### src/rtl/bcd_count_scan_if.sv
// Bundle of the counter's control inputs and display-side outputs.
//   master : drives en/up/load/load_val/clr_ovf, observes count/ovf/digit/an_n
//   slave  : the counter itself
interface bcd_count_scan_if;
  logic        en;        // counting enable, gates the prescaler
  logic        up;        // 1 = increment, 0 = decrement
  logic        load;      // one-cycle load strobe
  logic [15:0] load_val;  // four BCD digits, [3:0] least significant
  logic        clr_ovf;   // clears sticky overflow
  logic [15:0] count;     // registered BCD count
  logic        ovf;       // sticky wrap flag
  logic [3:0]  digit;     // code of the selected digit, to the 7-seg decoder
  logic [3:0]  an_n;      // active-low one-cold digit select

  modport master (
    output en, up, load, load_val, clr_ovf,
    input  count, ovf, digit, an_n
  );

  modport slave (
    input  en, up, load, load_val, clr_ovf,
    output count, ovf, digit, an_n
  );
endinterface

### src/rtl/bcd_count_scan.sv
// Four-digit BCD up/down counter with tick prescaler and digit-scan mux.
// Feeds one shared hex-to-7-seg decoder for a multiplexed 4-digit display.
//   clk   : rising-edge clock
//   rst_n : synchronous active-low reset
//   bus   : control inputs (en, up, load, load_val, clr_ovf) and outputs
//           (count, ovf, digit, an_n); see bcd_count_scan_if.
// While ovf is set every scanned digit shows 4'hF (rendered as "-").

// Per-digit BCD step and load clamp. sat flags that this digit would
// carry (9 going up) or borrow (0 going down) if stepped, so the top can
// form all carry-ins in parallel rather than rippling through cells.
module bcd_digit_cell (
  input  logic [3:0] cur,
  input  logic [3:0] raw,
  input  logic       up,
  input  logic       cin,
  output logic [3:0] nxt,
  output logic [3:0] clamped,
  output logic       sat
);
  always_comb begin
    clamped = (raw > 4'd9) ? 4'd9 : raw;
    sat     = up ? (cur >= 4'd9) : (cur == 4'd0);
    nxt     = cur;
    if (cin) begin
      if (up) nxt = (cur >= 4'd9) ? 4'd0 : cur + 4'd1;
      else    nxt = (cur == 4'd0) ? 4'd9 : cur - 4'd1;
    end
  end
endmodule

module bcd_count_scan #(
  parameter int PRESCALE = 1000,
  parameter int SCAN_DIV = 250
) (
  input logic             clk,
  input logic             rst_n,
  bcd_count_scan_if.slave bus
);
  localparam int NUM_DIGITS = 4;
  localparam int PW = (PRESCALE > 1) ? $clog2(PRESCALE) : 1;
  localparam int SW = (SCAN_DIV > 1) ? $clog2(SCAN_DIV) : 1;

  typedef struct packed {
    logic [3:0] digit;
    logic [3:0] an_n;
  } disp_t;

  logic [PW-1:0]                 pcnt;
  logic [SW-1:0]                 scnt;
  logic [1:0]                    idx;
  logic [NUM_DIGITS-1:0][3:0]    count_q;
  logic [NUM_DIGITS-1:0][3:0]    count_nxt;
  logic [NUM_DIGITS-1:0][3:0]    load_clamped;
  logic [NUM_DIGITS-1:0]         sat;
  logic [NUM_DIGITS-1:0]         cin;
  logic                          ovf_q;
  logic                          tick;
  logic                          wrap;
  logic                          scan_wrap;
  disp_t                         disp_q;
  disp_t                         disp_nxt;

  assign tick      = bus.en && (pcnt == PW'(PRESCALE - 1));
  assign scan_wrap = (scnt == SW'(SCAN_DIV - 1));

  // Digit i steps when every lower digit is saturated; digit 0 always steps.
  always_comb begin
    cin[0] = 1'b1;
    for (int i = 1; i < NUM_DIGITS; i++) cin[i] = cin[i-1] & sat[i-1];
  end
  assign wrap = &sat;

  for (genvar g = 0; g < NUM_DIGITS; g++) begin : g_dig
    bcd_digit_cell u_cell (
      .cur     (count_q[g]),
      .raw     (bus.load_val[4*g +: 4]),
      .up      (bus.up),
      .cin     (cin[g]),
      .nxt     (count_nxt[g]),
      .clamped (load_clamped[g]),
      .sat     (sat[g])
    );
  end

  // Prescaler: load restarts the tick period; en=0 freezes it in place.
  always_ff @(posedge clk) begin
    if (!rst_n)       pcnt <= '0;
    else if (bus.load) pcnt <= '0;
    else if (bus.en)   pcnt <= tick ? '0 : pcnt + PW'(1);
  end

  // Count and sticky flag. A load swallows a coincident tick, so no wrap
  // can fire then; a wrap beats clr_ovf in the same cycle.
  always_ff @(posedge clk) begin
    if (!rst_n) begin
      count_q <= '0;
      ovf_q   <= 1'b0;
    end else begin
      if (bus.load)  count_q <= load_clamped;
      else if (tick) count_q <= count_nxt;
      if (tick && wrap && !bus.load) ovf_q <= 1'b1;
      else if (bus.clr_ovf)          ovf_q <= 1'b0;
    end
  end

  // Scan divider runs independently of en.
  always_ff @(posedge clk) begin
    if (!rst_n) begin
      scnt <= '0;
      idx  <= 2'd0;
    end else if (scan_wrap) begin
      scnt <= '0;
      idx  <= idx + 2'd1;
    end else begin
      scnt <= scnt + SW'(1);
    end
  end

  always_comb begin
    disp_nxt.an_n  = ~(4'b0001 << idx);
    disp_nxt.digit = ovf_q ? 4'hF : count_q[idx];
  end

  // Output register: one cycle behind idx/count/ovf; all digits off in reset.
  always_ff @(posedge clk) begin
    if (!rst_n) begin
      disp_q.digit <= 4'h0;
      disp_q.an_n  <= 4'b1111;
    end else begin
      disp_q <= disp_nxt;
    end
  end

  assign bus.count = count_q;
  assign bus.ovf   = ovf_q;
  assign bus.digit = disp_q.digit;
  assign bus.an_n  = disp_q.an_n;
endmodule

### src/flat_wrapper.sv
// flat-port wrapper written by rule: the top's interface ports become plain ports
module bcd_count_scan_flat 
#(
  parameter int PRESCALE = 1000,
  parameter int SCAN_DIV = 250
)
  (clk, rst_n, bus_en, bus_up, bus_load, bus_load_val, bus_clr_ovf, bus_count, bus_ovf, bus_digit, bus_an_n);
  bcd_count_scan_if bus_i ();
  input logic clk;
  input logic rst_n;
  input wire logic [$bits(bus_i.en)-1:0] bus_en;
  input wire logic [$bits(bus_i.up)-1:0] bus_up;
  input wire logic [$bits(bus_i.load)-1:0] bus_load;
  input wire logic [$bits(bus_i.load_val)-1:0] bus_load_val;
  input wire logic [$bits(bus_i.clr_ovf)-1:0] bus_clr_ovf;
  output wire logic [$bits(bus_i.count)-1:0] bus_count;
  output wire logic [$bits(bus_i.ovf)-1:0] bus_ovf;
  output wire logic [$bits(bus_i.digit)-1:0] bus_digit;
  output wire logic [$bits(bus_i.an_n)-1:0] bus_an_n;
  assign bus_i.en = bus_en;
  assign bus_i.up = bus_up;
  assign bus_i.load = bus_load;
  assign bus_i.load_val = bus_load_val;
  assign bus_i.clr_ovf = bus_clr_ovf;
  assign bus_count = bus_i.count;
  assign bus_ovf = bus_i.ovf;
  assign bus_digit = bus_i.digit;
  assign bus_an_n = bus_i.an_n;
  bcd_count_scan #(.PRESCALE(PRESCALE), .SCAN_DIV(SCAN_DIV)) u_core (.clk(clk), .rst_n(rst_n), .bus(bus_i));
endmodule
### config.mk
export PLATFORM = sky130hd
export DESIGN_NAME = bcd_count_scan_flat
export DESIGN_NICKNAME = d
export VERILOG_FILES = /design/src/rtl/bcd_count_scan_if.sv /design/src/rtl/bcd_count_scan.sv /design/src/flat_wrapper.sv
export SDC_FILE = /design/constraint.sdc
export NUM_CORES = 1
export LEC_CHECK = 0
export CORE_MARGIN = 3
export CORE_UTILIZATION = 54
export DETAILED_ROUTE_END_ITERATION = 10
export GPL_TIMING_DRIVEN = 1
export PLACE_DENSITY = 0.84
export SYNTH_ARGS = -nofsm -noshare
export SYNTH_HDL_FRONTEND = slang
export SYNTH_SLANG_ARGS = --single-unit
### constraint.sdc
create_clock -name clk -period 2.6 [get_ports clk]
set_input_delay 0.39 -clock clk [delete_from_list [all_inputs] [get_ports clk]]
set_output_delay 0.39 -clock clk [all_outputs]
set_load 0.005 [all_outputs]
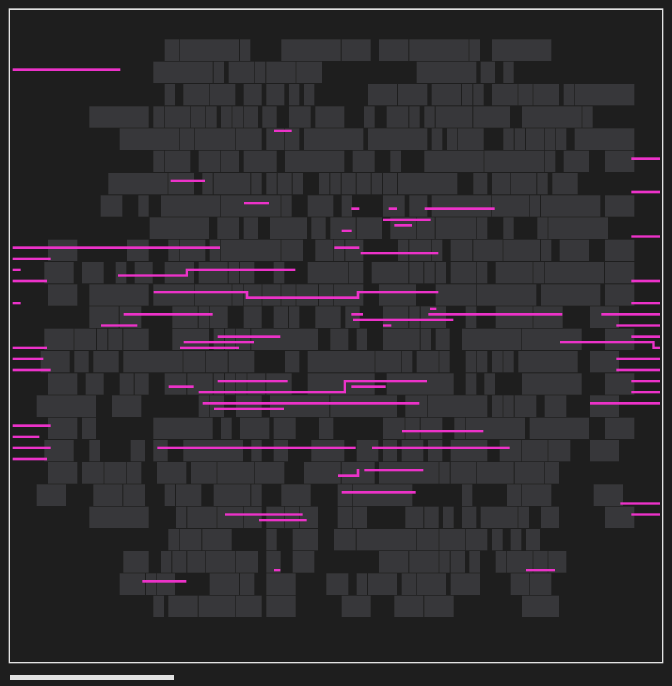
*The metal 3 layer*
Scale bar: 20 um. Cells faint in the background.
The layer carries 485 um of wire. The layer holds 6.9% of the routed length. 57 nets have wire on it. The wires run mostly horizontal.
met3 Use GR: 3.950%
vias: 2829
Post-Route WL: 7084 um

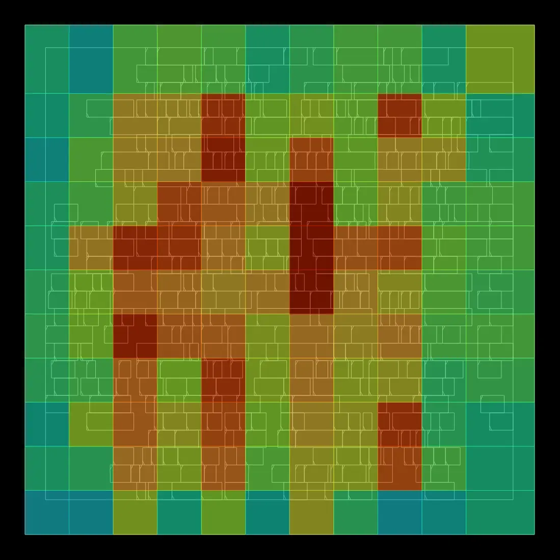
*Routing congestion*
routing usage on met1: 31.83%
Avg WL per Cell: 14.91 um
gr busiest metal: met2
post-layout util: 68.96%
GR Layer Usage met2: 39.57%

==> run_results.csv <==
group,metric,value,unit
power,pg_comb,0.322,mW
critical_path,crit_end,"u_core.bus.count[12]",
power,maxPowerGroup,"registers",
timing,period_used_share,93.58,%
critical_path,worstSetupEndpointType,"flip-flop",
cells_and_area,largest_register_ffs,16,
clock_network,cts_tree,"yes",
cells_and_area,combGateArea,1844,um2
min_path,hold_depth,1,
synth,topCombFamilyByArea,"simple AND/OR/NAND/NOR gates",
placement,io_buffers,46,
clock_network,cts_made_buffers,5,
synth,yosys_cells,362,
placement,place.gp.congestion,0.8841,
cells_and_area,area.growth.synth_to_final,21.58,%
grt,grt_pass1_vias,2611,
timing,drv_slew,0,
route,post-route-drc-count,0,
placement,dpl.cell_count,467,
cells_and_area,antenna_cells,0,
status,status,"finished clean",
route,drtIter0Drc,209,
synth,synth_nets,404,
grt,grt_max_degree,29,
cells_and_area,seq_area_share,25.25,%
critical_path,critPathBufInv,1,
synth,postSynthAreaPerCell,8.105,um2
cells_and_area,dominant_cells,"multi-input combinational cells",
synth,top_cell,"nor2_1",
cells_and_area,nonClockInverterCount,25,
cells_and_area,final_common_cell,"nor2_1",
power,ir_drop,0.4197,mV
synth,synthArstFlopShare,0,%
power,p_leak,1.305,nW
synth,common_cells,"53 x nor2_1, 45 x dfxtp_1, 25 x inv_1",
min_path,min_path_type,"reg -> reg",
cells_and_area,fin_area,3567,um2
placement,dp_worst_setup_slack,0.2080,ns
clock_network,cts-htree-levels,2,
synth,synth_area,2934,um2
critical_path,worstReg2RegEnd,"u_core.bus.count[12]",
critical_path,cp_top_family,"AND-OR/OR-AND gates",
timing,final-setup-viol-count,0,
No activity file was given, so power comes from the tool's default toggle rates.
